<file path="config.mk">
export PLATFORM = sky130hd
export DESIGN_NAME = uart_tx_frame
export DESIGN_NICKNAME = d
export VERILOG_FILES = /design/src/rtl/uart_tx_frame.sv
export SDC_FILE = /design/constraint.sdc
export NUM_CORES = 1
export LEC_CHECK = 0
export ABC_AREA = 1
export CAP_MARGIN = 5
export CORE_ASPECT_RATIO = 0.9
export CORE_UTILIZATION = 53
export CTS_BUF_LIST = sky130_fd_sc_hd__clkbuf_4 sky130_fd_sc_hd__clkbuf_8
export CTS_CLUSTER_DIAMETER = 200
export DETAILED_ROUTE_END_ITERATION = 16
export PLACE_DENSITY = 0.78
export SLEW_MARGIN = 20
export SYNTH_ARGS = -nofsm -noshare
export SYNTH_HDL_FRONTEND = slang
export SYNTH_SLANG_ARGS = --single-unit
</file>
<file path="constraint.sdc">
create_clock -name CLK -period 1.9 [get_ports CLK]
set_clock_uncertainty 0.05 [all_clocks]
set_input_delay 0.57 -clock CLK [delete_from_list [all_inputs] [get_ports CLK]]
set_output_delay 0.57 -clock CLK [all_outputs]
set_load 0.005 [all_outputs]
</file>
<file path="src/rtl/uart_tx_frame.sv">
// UART transmit framer: start bit, DATA_WIDTH data bits LSB first, optional parity, stop bit; one bit per CLK.
// Latency: the start bit is driven from the accepting edge; Busy covers exactly one frame.
// Backpressure: Busy high means Data_Valid is ignored; requests are never queued.
module uart_tx_frame #(
    parameter int DATA_WIDTH = 8
) (
    input  logic                  CLK,
    input  logic                  RST,
    input  logic [DATA_WIDTH-1:0] P_DATA,
    input  logic                  Data_Valid,
    input  logic                  PAR_EN,
    input  logic                  PAR_TYP,
    output logic                  TX_OUT,
    output logic                  Busy
);

    localparam int CNT_W = (DATA_WIDTH > 1) ? $clog2(DATA_WIDTH) : 1;
    localparam logic [CNT_W-1:0] LAST_BIT = CNT_W'(DATA_WIDTH - 1);

    typedef enum logic [2:0] {
        IDLE,
        START,
        DATA,
        PARITY,
        STOP
    } state_t;

    state_t                  state;
    logic [DATA_WIDTH-1:0]   data_q;
    logic                    par_en_q;
    logic                    par_bit_q;
    logic [CNT_W-1:0]        bit_cnt;
    logic [CNT_W-1:0]        cnt_nxt;

    assign cnt_nxt = bit_cnt + CNT_W'(1);

    // TX_OUT is registered, so each transition drives the bit belonging to the state being entered.
    always_ff @(posedge CLK) begin
        if (RST) begin
            state     <= IDLE;
            data_q    <= '0;
            par_en_q  <= 1'b0;
            par_bit_q <= 1'b0;
            bit_cnt   <= '0;
            TX_OUT    <= 1'b1;
            Busy      <= 1'b0;
        end else begin
            case (state)
                IDLE: begin
                    TX_OUT <= 1'b1;
                    Busy   <= 1'b0;
                    if (Data_Valid) begin
                        data_q    <= P_DATA;
                        par_en_q  <= PAR_EN;
                        // Parity resolved at capture so later PAR_TYP changes cannot leak in.
                        par_bit_q <= (^P_DATA) ^ PAR_TYP;
                        state     <= START;
                        TX_OUT    <= 1'b0;
                        Busy      <= 1'b1;
                    end
                end
                START: begin
                    state   <= DATA;
                    bit_cnt <= '0;
                    TX_OUT  <= data_q[0];
                end
                DATA: begin
                    if (bit_cnt == LAST_BIT) begin
                        if (par_en_q) begin
                            state  <= PARITY;
                            TX_OUT <= par_bit_q;
                        end else begin
                            state  <= STOP;
                            TX_OUT <= 1'b1;
                        end
                    end else begin
                        bit_cnt <= cnt_nxt;
                        TX_OUT  <= data_q[cnt_nxt];
                    end
                end
                PARITY: begin
                    state  <= STOP;
                    TX_OUT <= 1'b1;
                end
                STOP: begin
                    state  <= IDLE;
                    TX_OUT <= 1'b1;
                    Busy   <= 1'b0;
                end
                default: begin
                    state  <= IDLE;
                    TX_OUT <= 1'b1;
                    Busy   <= 1'b0;
                end
            endcase
        end
    end

endmodule
</file>
==> run_1/m1.png <==
The bar under the picture is 10 um long.
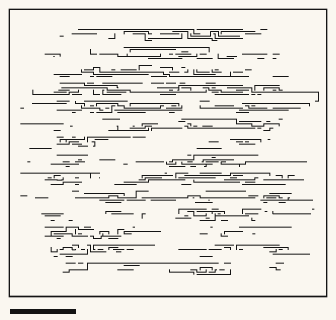
wire length on this layer	1,020 um
main direction	horizontal
nets with wire on the layer	166

==> run_1/m2.png <==
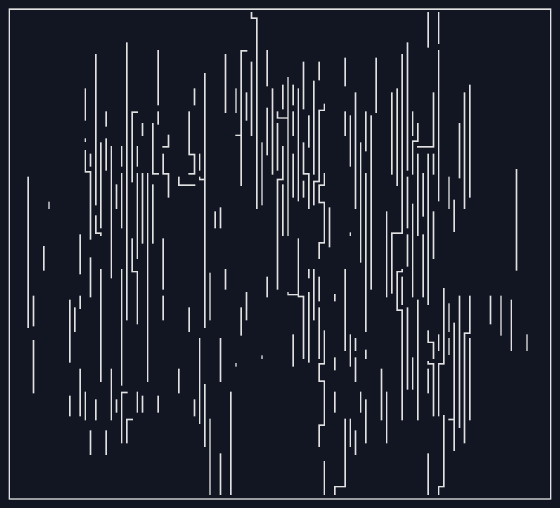
nets with wire on the layer	147
longest straight run	24.5 um
main direction	vertical
wire length on this layer	976 um
share of all routed wire	46%

==> run_1/m3.png <==
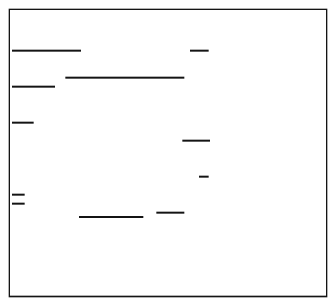
longest straight run	17.7 um
wire length on this layer	61.2 um
nets with wire on the layer	7
Routed Wire Length: 2.12 mm
met3 Resource Use GR: 7.23%
DR vias: 935

==> run_1/congestion_map.png <==
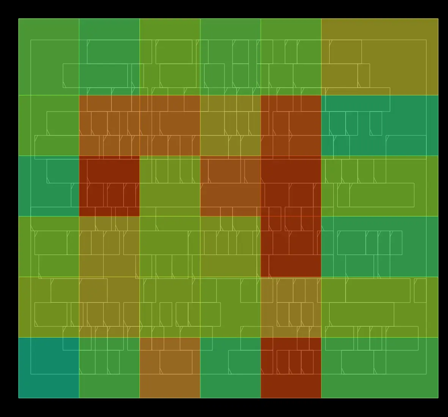
total routing usage reported by global routing: 25.3%
busiest metal layer after global routing: met2

==> flow_summary.json, run 1 <==
{
  "outcome": "finished, final reports clean",
  "path_cells": "clkdlybuf4s50_1",
  "timing.max_slew.rel_slack_pct": 78.6,
  "core_region_mm2": 0.00172,
  "critPathSlowestCell": "sky130_fd_sc_hd__clkdlybuf4s50_1",
  "critical_path.n_buffers_inverters": 1,
  "maxCapViolCount": 0,
  "chip_area_mm2": 0.00207,
  "antennaDiodeCount": 0,
  "synth-seq-area-share_pct": 36.0,
  "cts_setup_buffers": 0,
  "placement.cell_area_mm2": 0.00117,
  "power.leakage_nw": 0.553,
  "drt_iter0_drc": 16,
  "finish.instance_area_mm2": 0.00121,
  "clock.latency.late_pin_ns": 0.30,
  "lay_top_cells": "sky130_fd_sc_hd__nand2_1, sky130_fd_sc_hd__inv_1, sky130_fd_sc_hd__dfxtp_1",
  "path_max_fanout": 2,
  "layout-drive-gt1-share_pct": 13.0,
  "ctsRootBufferMaster": "sky130_fd_sc_hd__clkbuf_4",
  "max_freq_mhz": 565,
  "setup_viol_count_final": 0,
  "startpoint_type": "register",
  "critPathArrivalTime_ns": 1.15,
  "dpl_worst_slack_ns": 0.00757,
  "cts.clk_slew.worst_paths_ns": 0.10,
  "syn_inst": 144,
  "routabilityCongestion": 0.848,
  "grt_pass1_vias": 873,
  "layout_top_cell": "sky130_fd_sc_hd__nand2_1",
  "drc": 0,
  "port_buffers": 14,
  "yosysUniqueCellTypes": 26,
  "chipWidth_um": 47.8,
  "grt.overflow.total": 0,
  "tool_warnings": 26,
  "worst_ep_required_time_ns": 1.28,
  "yosysCellCount": 144,
  "topCombFamilyByArea": "simple AND/OR/NAND/NOR gates",
  "core_util_floorplan_pct": 58.3,
  "postSynthAreaPerCell_um2": 6.95,
  "cts_buffer_depth": 2,
  "syn_nets": 159,
  "slowest_delay_ns": 0.50,
  "die_h_um": 43.2,
  "cellPowerDensity_mw_per_mm2": 1220,
  "min_period_over_period_pct": 93.1,
  "floorplan.rows": 14,
  "timing_worst_setup_path_type": "reg2out",
  "fin_nets": 178,
  "cts_num_sinks": 18,
  "cts_resized": 0,
  "worst_pin_slew_ns": 0.321,
  "tritoncts": "yes",
  "synth-simple-area-share_pct": 31.4,
  "layout-area-overhead-vs-synth_pct": 20.9,
  "count_of_nets_left_with_antenna_violations_after_detail_routing": 0,
  "grt_start_max_net_pins": 11,
  "cts_hold_buf": 0,
  "detail_route.vias_per_cell": 5.03,
  "htreeDepth": 1,
  "grt_antenna_before_repair": 0,
  "final_hold_viol_count": 0,
  "fin_ws_ns": 0.131,
  "design.portCount": 15,
  "rsz_0062_raised_after_global_routing": "false",
  "power.ir.vdd_worst_mv": 0.713,
  "cts-buffers-inserted": 3,
  "drt_pass1_iterations": 4,
  "min_period_ns": 1.77,
  "setup-tns-final_ns": 0,
  "synth_adder_area_share_pct": 2.50,
  "ys_warn_count": 0,
  "aoi_share_pct": 17.4,
  "yosysChipArea_mm2": 0.00100,
  "final-max-slew-violation-count": 0,
  "min_path_type": "reg2reg",
  "n_fill_cell": 160,
  "gate_family_responsible_for_the_most_delay_along_the_worst_path": "buffers and inverters",
  "synth-seq-cells": 18,
  "multiplexer_share_of_the_synthesized_area_pct": 0,
  "synth_xor_xnor_area_share_pct": 1.75,
  "critPathCaptureType": "output port",
  "synth_area_mm2": 0.00100,
  "routed_wire_length_per_instance_um": 11.4,
  "place_hpwl_mm": 1.64,
  "grt_first_pass_wirelength_mm": 3.57
}
-- run 1: where the power goes --
part / total (mW) / switching, mW / internal (mW)
clock: 0.240 / 0.123 / 0.117
combinational: 0.649 / 0.392 / 0.257
sequential: 0.588 / 0.0965 / 0.492
total: 1.48 / 0.611 / 0.866
-- run 1: final timing paths --
check / endpoint / startpoint / slack [ns] / cells after the start
max: Busy / Busy$_SDFFE_PP0N_ / 0.13 / 1
max reg2reg: TX_OUT$_SDFF_PP1_ / bit_cnt[0]$_SDFFE_PP0P_ / 0.23 / 7
min reg2reg: Busy$_SDFFE_PP0N_ / Busy$_SDFFE_PP0N_ / 0.43 / 2
min: Busy$_SDFFE_PP0N_ / Busy$_SDFFE_PP0N_ / 0.43 / 2
-- run 1: per-layer routing --
| metal | vias up | GRT usage (%) | routed length, um |
|---|---|---|---|
| li1 | 503 | - | - |
| met1 | 415 | 30.4 | 1020 |
| met2 | 10 | 38.9 | 975 |
| met3 | 7 | 7.23 | 61 |
| met4 | 0 | 14.4 | 64 |
| met5 | - | 0 | 0 |
-- run 1: kinds of logic (layout without fill, tap and decap cells) --
family | count (synthesis) | in the layout
adders and majority gates | 2 | 2
xor gates and xnor gates | 2 | 2
AOI/OAI and AO/OA | 31 | 31
DFF | 18 | 18
buffers and inverters | 27 | 45
and+or+nand+nor | 64 | 64
-- run 1: state kept, by name (all words and copies together), names as in the netlist --
| name | flops |
|---|---|
| Busy | 1 |
| TX_OUT | 1 |
| bit_cnt | 3 |
| data_q | 8 |
| par_bit_q | 1 |
| par_en_q | 1 |
| state | 3 |
-- run 1: cells in the mapped netlist, drive strengths merged --
cell,instances,area [um^2]
a21oi,16,87.6
a31oi,1,6.26
buf,2,16.3
clkbuf,1,3.75
dfxtp,18,360
ha,2,25.0
inv,24,90.1
nand2,35,146
nand3,14,70.1
nand3b,1,7.51
nor2,10,68.8
nor3,3,15.0
nor4,1,6.26
o211ai,1,7.51
o21ai,13,72.6
xnor2,1,8.76
xor2,1,8.76
-- run 1: cell type report --
class                      count  area, um^2  area share, %
sequential                    18         360           29.8
multi-input combinational     99         531           43.8
timing repair buffer          17         163           13.4
tap                           24        30.0           2.48
inverter                      24        90.1           7.45
clock buffer                   4        36.3           3.00
-- run 1: metrics by stage --
| stage | cells | utilization, % | total power, mW | hold WS [ns] |
|---|---|---|---|---|
| floorplan | 144 | - | 1.07 | 0.375 |
| global placement | 182 | 68.4 | 1.21 | 0.410 |
| detailed placement | 182 | 68.4 | 1.24 | 0.406 |
| CTS | 186 | 70.5 | 1.48 | 0.422 |
| global route | 186 | 70.5 | 1.58 | 0.433 |
| finish | 186 | 70.5 | 1.48 | 0.426 |
==> run_1/port_trees.png <==
The bar under the picture is 10 um long.
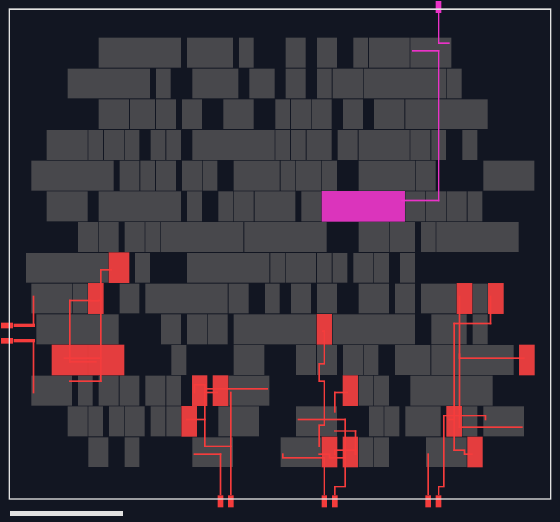

==> run 1 -> run 2 <==
--- a/config.mk
+++ b/config.mk
@@ -5,14 +5,14 @@
 export SDC_FILE = /design/constraint.sdc
 export NUM_CORES = 1
 export LEC_CHECK = 0
-export ABC_AREA = 1
 export CAP_MARGIN = 5
 export CORE_ASPECT_RATIO = 0.9
+export CORE_MARGIN = 2
 export CORE_UTILIZATION = 53
 export CTS_BUF_LIST = sky130_fd_sc_hd__clkbuf_4 sky130_fd_sc_hd__clkbuf_8
 export CTS_CLUSTER_DIAMETER = 200
 export DETAILED_ROUTE_END_ITERATION = 16
-export PLACE_DENSITY = 0.78
+export PLACE_DENSITY = 0.79
 export SLEW_MARGIN = 20
 export SYNTH_ARGS = -nofsm -noshare
 export SYNTH_HDL_FRONTEND = slang
==> run_2/port_trees.png <==
The bar under the picture is 10 um long.
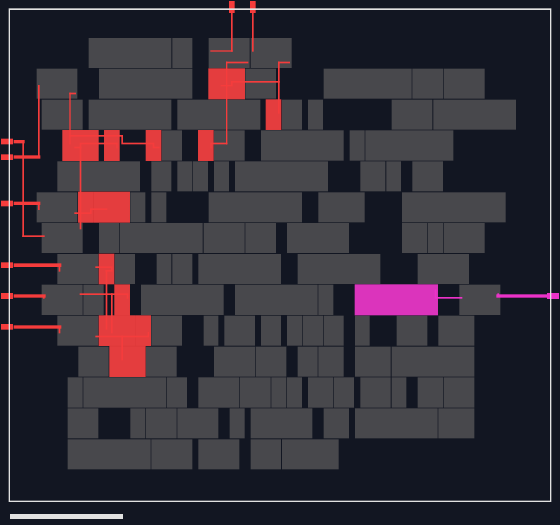
color	port	direction	edge	end cells	wire
magenta	TX_OUT	output	right	1	7.50 um
red	P_DATA	input	6 left, 2 top	13	114 um

==> run 2 against run 1 <==
Effect of this change:
- clock power is essentially flat
- final cell count shrank 23%
- area after synthesis shrank 9.5%
- synthesized cell count shrank 31%
- critical path depth grew 4
- global-route usage shrank 3.7 points
- sequential power shrank 28%
- power shrank 44%
- largest cell class unchanged
- largest power group is now registers
==> flow_summary.json, run 2 <==
{
  "ys_top_cells_by_area": "sky130_fd_sc_hd__dfxtp_1, sky130_fd_sc_hd__nand2_1, sky130_fd_sc_hd__a21oi_1, sky130_fd_sc_hd__mux4_1, sky130_fd_sc_hd__mux2i_1",
  "tritoncts": "yes",
  "drt_pass1_iterations": 4,
  "cts_num_sinks": 18,
  "detail_route.vias_per_cell": 5.28,
  "lay_top_cells": "sky130_fd_sc_hd__nand2_1, sky130_fd_sc_hd__dfxtp_1, sky130_fd_sc_hd__clkdlybuf4s50_1",
  "synth.top_cells.by_count": "sky130_fd_sc_hd__nand2_1, sky130_fd_sc_hd__dfxtp_1, sky130_fd_sc_hd__a21oi_1, sky130_fd_sc_hd__nor2_1, sky130_fd_sc_hd__mux2i_1",
  "startpoint_of_the_worst_slack_reg_to_reg_timing_path": "bit_cnt[1]$_SDFFE_PP0P_",
  "power.leakage_nw": 0.443,
  "layout_top_cell": "sky130_fd_sc_hd__nand2_1",
  "min_path_type": "reg2reg",
  "yosysCellCount": 99,
  "synth_area_um2": 906,
  "cts_setup_buffers": 0,
  "r2r.worst_path.cells": 5,
  "worst_pin_slew_ns": 0.603,
  "synth_top_area_share_pct": 39.8,
  "hold_slack_ns": 0.421,
  "core_util_floorplan_pct": 55.0,
  "n_fill_cell": 145,
  "yosys.area.top_type": "sky130_fd_sc_hd__dfxtp_1",
  "synth-async-reset-ratio_pct": 0,
  "worstHoldPathCells": 2,
  "routabilityCongestion": 0.772,
  "wl_mm": 1.85,
  "cts_buffer_depth": 2,
  "syn_nets": 114,
  "floorplan.rows": 14,
  "critPathSlowestCell": "sky130_fd_sc_hd__mux4_2",
  "grt.overflow.total": 0,
  "ys_warn_count": 0,
  "timing_worst_setup_path_type": "reg2reg",
  "antennaDiodeCount": 0,
  "grt_antenna_before_repair": 0,
  "synth-seq-area-share_pct": 39.8,
  "chipWidth_um": 47.6,
  "syn_inst": 99,
  "max_freq_mhz": 555,
  "final_hold_viol_count": 0,
  "ys_dominant_reg_cell": "sky130_fd_sc_hd__dfxtp_1",
  "fin_ws_ns": 0.0994,
  "cp-startpoint": "bit_cnt[1]$_SDFFE_PP0P_",
  "count_of_nets_left_with_antenna_violations_after_detail_routing": 0,
  "top_register": "data_q",
  "grt_pass1_vias": 710,
  "design.portCount": 15,
  "place_hpwl_mm": 1.44,
  "port_buffers": 14,
  "grt_start_max_net_pins": 11,
  "dpl_worst_slack_ns": -0.161,
  "yosysChipArea_um2": 906,
  "final_core_util_pct": 70.1,
  "chip_area_mm2": 0.00206,
  "timing.max_slew.rel_slack_pct": 59.7,
  "slowest_delay_ns": 0.48,
  "yosysUniqueCellTypes": 35,
  "postSynthAreaPerCell_um2": 9.15,
  "routed_wire_length_per_instance_um": 12.9,
  "outcome": "finished, final reports clean",
  "number_of_enable_type_register_cells_in_the_synthesized_netlist": 0,
  "layout-drive-gt1-share_pct": 18.5,
  "rsz_0062_raised_after_global_routing": "false",
  "largest_registers": "data_q: 8 flops, bit_cnt: 3 flops, state: 3 flops",
  "cts.clk_slew.worst_paths_ns": 0.10,
  "critPathCaptureType": "register",
  "worst_ep_required_time_ns": 2.03,
  "fin_nets": 135,
  "htreeDepth": 1,
  "final-max-slew-violation-count": 0,
  "tool_warnings": 26,
  "cp_capture_point": "TX_OUT$_SDFF_PP1_",
  "cts-buffers-inserted": 3,
  "core_region_mm2": 0.00165
}
[run 2: metal layers]
layer	GRT usage, %	vias up	wire length (um)
met5	0	-	0
met4	8.11	0	13
met3	5.11	2	66
met2	35.4	18	962
met1	26.7	354	806
li1	-	381	-
[run 2: what timing repair did]
item	4_1_cts	5_1_grt
hold endpoints to repair	0	0
resized	1	4
pin swaps	0	1
hold buffers	0	0
setup endpoints to repair	1	1
[run 2: critical path: cells and delay by family (launching register included)]
family / cells / cell delay (ns)
flops: 1 / 0.35
mux: 2 / 0.76
simple gates: 1 / 0.11
compound gates: 1 / 0.13
fa+ha+maj: 1 / 0.28
[run 2: kinds of logic after synthesis]
logic type                 after synthesis  synth area share, %
and+or+nand+nor                         41                 23.1
muxes                                    7                 11.5
DFF                                     18                 39.8
xor gates and xnor gates                 6                 7.32
adders and majority gates                2                 2.76
AOI/OAI and AO/OA                       17                 11.9
buffers and inverters                    8                 3.73
[run 2: area by class of cell]
| class | count | area (um^2) | area share (%) |
|---|---|---|---|
| inverter | 2 | 7.51 | 0.651 |
| tap | 24 | 30.0 | 2.60 |
| timing repair buffer | 22 | 200 | 17.4 |
| sequential | 18 | 363 | 31.5 |
| clock buffer | 4 | 36.3 | 3.15 |
| multi-input combinational | 73 | 517 | 44.8 |
[run 2: worst min-delay path by stage]
stage                                 from                      to  slack [ns]
floorplan           data_q[3]$_SDFFE_PP0P_  data_q[3]$_SDFFE_PP0P_        0.38
global placement    data_q[7]$_SDFFE_PP0P_  data_q[7]$_SDFFE_PP0P_        0.39
detailed placement  data_q[7]$_SDFFE_PP0P_  data_q[7]$_SDFFE_PP0P_        0.40
CTS                 data_q[7]$_SDFFE_PP0P_  data_q[7]$_SDFFE_PP0P_        0.41
global route        data_q[7]$_SDFFE_PP0P_  data_q[7]$_SDFFE_PP0P_        0.44
finish              data_q[2]$_SDFFE_PP0P_  data_q[2]$_SDFFE_PP0P_        0.42
[run 2: per-stage QoR]
stage | setup TNS [ns] | instances | cell area, um^2
finish | 0 | 143 | 1150
global route | 0 | 143 | 1150
global placement | -1.23 | 139 | 1110
detailed placement | -1.54 | 139 | 1110
CTS | 0 | 143 | 1160
floorplan | 0 | 99 | 906
[run 2: where the power goes]
group | total [mW] | internal, mW | switching (mW) | leakage (nW)
registers | 0.424 | 0.402 | 0.0214 | 0.149
clock network | 0.238 | 0.117 | 0.121 | 0.0210
logic | 0.166 | 0.0960 | 0.0698 | 0.274
==> run_2/m3.png <==
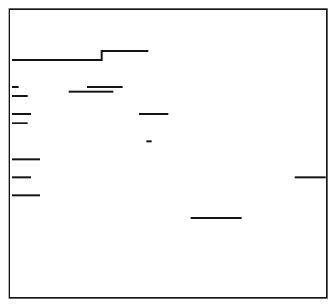

==> run 2 -> run 3 <==
--- a/config.mk
+++ b/config.mk
@@ -6,13 +6,12 @@
 export NUM_CORES = 1
 export LEC_CHECK = 0
 export CAP_MARGIN = 5
-export CORE_ASPECT_RATIO = 0.9
 export CORE_MARGIN = 2
-export CORE_UTILIZATION = 53
+export CORE_UTILIZATION = 48
 export CTS_BUF_LIST = sky130_fd_sc_hd__clkbuf_4 sky130_fd_sc_hd__clkbuf_8
 export CTS_CLUSTER_DIAMETER = 200
 export DETAILED_ROUTE_END_ITERATION = 16
-export PLACE_DENSITY = 0.79
+export PLACE_DENSITY = 0.76
 export SLEW_MARGIN = 20
 export SYNTH_ARGS = -nofsm -noshare
 export SYNTH_HDL_FRONTEND = slang
==> constraint.sdc (replaced) <==
create_clock -name CLK -period 1.6 [get_ports CLK]
set_clock_uncertainty 0.05 [all_clocks]
set_input_delay 0.48 -clock CLK [delete_from_list [all_inputs] [get_ports CLK]]
set_output_delay 0.48 -clock CLK [all_outputs]
set_load 0.005 [all_outputs]
==> run_3/m3.png <==
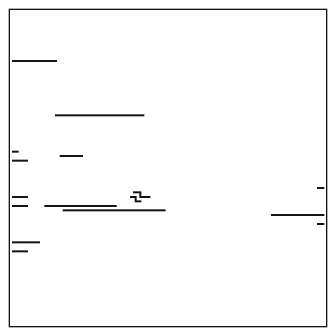
wire length on this layer	75.8 um
main direction	horizontal

==> run 3 against run 2 <==
Effect of this change:
- the flow now finishes with violations (negative setup slack)
- first-iteration DRC count decreased by 13%
- worst setup slack got worse by 0.30 ns
- global-route usage decreased by 0.81 points
- utilization increased by 0.76 points
- maximum frequency decreased by 0.15%
- critical path depth unchanged
- synthesized cell count unchanged
- count of clock-buffer cells in the layout unchanged
- sequential cell count unchanged
- routed wire length increased by 6.1%
- area after synthesis unchanged
==> flow_summary.json, run 3 <==
{
  "groute.usage.overall_pct": 20.8,
  "routabilityCongestion": 0.765,
  "setup-tns-final_ns": -0.319,
  "grt.overflow.total": 0,
  "setup_viol_count_final": 4,
  "min_period_ns": 1.80,
  "chip_area_mm2": 0.00225,
  "yosysUniqueCellTypes": 35,
  "tool_warnings": 29,
  "critical_path.n_buffers_inverters": 0,
  "number_of_enable_type_register_cells_in_the_synthesized_netlist": 0,
  "drt_iter0_drc": 20,
  "finish.instance_area_mm2": 0.00124,
  "synth-async-reset-ratio_pct": 0,
  "detail_route.vias_per_cell": 5.27,
  "ys_top_cells_by_area": "sky130_fd_sc_hd__dfxtp_1, sky130_fd_sc_hd__nand2_1, sky130_fd_sc_hd__a21oi_1, sky130_fd_sc_hd__mux4_1, sky130_fd_sc_hd__mux2i_1",
  "fin_ws_ns": -0.203,
  "ys_dominant_reg_cell": "sky130_fd_sc_hd__dfxtp_1",
  "top_register": "data_q",
  "critPathArrivalTime_ns": 1.94,
  "final-max-slew-violation-count": 0,
  "outcome": "finished, violations left",
  "synth_top_area_share_pct": 39.8,
  "netsw_mw": 0.262,
  "syn_nets": 114,
  "tritoncts": "yes",
  "drt_pass1_iterations": 4,
  "antennaDiodeCount": 0,
  "ys_warn_count": 0,
  "cts.clk_slew.worst_paths_ns": 0.11,
  "cellPowerDensity_mw_per_mm2": 813,
  "p_comb_share_pct": 22.2,
  "dpl_worst_slack_ns": -0.401,
  "sw_frac_of_total_pct": 26.1,
  "cts_setup_buffers": 0,
  "yosysChipArea_um2": 906,
  "drc": 0,
  "lay_top_cells": "sky130_fd_sc_hd__nand2_1, sky130_fd_sc_hd__dfxtp_1, sky130_fd_sc_hd__buf_4",
  "failed_checks": "negative setup slack",
  "gate_family_responsible_for_the_most_delay_along_the_worst_path": "multiplexers",
  "power.ir.vdd_worst_mv": 0.635,
  "chipWidth_um": 47.4,
  "design_power_total_mw": 1.00,
  "power.share.sequential_pct": 49.4,
  "wl_mm": 1.96,
  "final_core_util_pct": 70.8,
  "dr_total_vias": 785,
  "worst_pin_slew_ns": 0.310,
  "place_hpwl_mm": 1.54,
  "count_of_nets_left_with_antenna_violations_after_detail_routing": 0,
  "n_fill_cell": 146,
  "hold_slack_ns": 0.415,
  "post_layout_nonfiller_instances": 149,
  "grt_pass1_vias": 771,
  "timing_worst_setup_path_type": "reg2reg",
  "syn_inst": 99,
  "critPathCaptureType": "register",
  "die_h_um": 47.4,
  "synth-seq-area-share_pct": 39.8,
  "yosysCellCount": 99,
  "port_buffers": 14,
  "design.portCount": 15,
  "slowest_delay_ns": 0.50,
  "placement.cell_area_mm2": 0.00117,
  "min_period_over_period_pct": 113,
  "synth_area_um2": 906,
  "cts_buffer_depth": 2,
  "fin_nets": 140,
  "largest_registers": "data_q: 8 flops, bit_cnt: 3 flops, state: 3 flops"
}
==> run 3: logic make-up after synthesis <==
group | Yosys count | share of synthesized area (%)
and+or+nand+nor | 41 | 23.1
DFF | 18 | 39.8
xor gates and xnor gates | 6 | 7.32
muxes | 7 | 11.5
AOI/OAI and AO/OA | 17 | 11.9
buffers and inverters | 8 | 3.73
adders and majority gates | 2 | 2.76
==> run 3: area by class of cell <==
type,count,area [um^2],area share [%]
flip-flops and latches,18,365,29.6
clock buffers,4,36.3,2.94
repair buffers,27,241,19.5
inverters,2,7.51,0.607
multi-input cells,73,554,44.8
well taps,25,31.3,2.53
==> run 3: worst paths after layout <==
path / from / end / slack, ns / cells past startpoint
setup / recovery: bit_cnt[0]$_SDFFE_PP0P_ / TX_OUT$_SDFF_PP1_ / -0.20 / 5
hold reg to reg: data_q[4]$_SDFFE_PP0P_ / data_q[4]$_SDFFE_PP0P_ / 0.42 / 2
setup reg to reg: bit_cnt[0]$_SDFFE_PP0P_ / TX_OUT$_SDFF_PP1_ / -0.20 / 5
hold / removal: data_q[4]$_SDFFE_PP0P_ / data_q[4]$_SDFFE_PP0P_ / 0.42 / 2
==> run 3: layer usage <==
layer | track usage (%) | wire length [um]
met5 | 0 | 0
met4 | 6.11 | 8
met3 | 2.26 | 75
met2 | 39.2 | 1060
met1 | 24.5 | 817
==> run 3: power by group through the flow <==
stage | Combinational, mW | Sequential [mW] | Clock (mW)
global placement | 0.210 | 0.504 | 0
finish | 0.223 | 0.496 | 0.285
floorplan | 0.127 | 0.499 | 0
global route | 0.246 | 0.499 | 0.303
CTS | 0.222 | 0.496 | 0.285
detailed placement | 0.217 | 0.506 | 0
==> run 3: repair_timing <==
| item | CTS | global route |
|---|---|---|
| hold endpoints to repair | 0 | 0 |
| pin swaps | 1 | 3 |
| resized | 9 | 3 |
| setup endpoints to repair | 17 | 5 |
==> run 3: tightest hold or removal path, delay by kind of cell (launching register included) <==
kind / cells / cell delay, ns
flops: 1 / 0.33
simple gates: 1 / 0.05
compound gates: 1 / 0.05
Power and IR drop assume default switching activity.
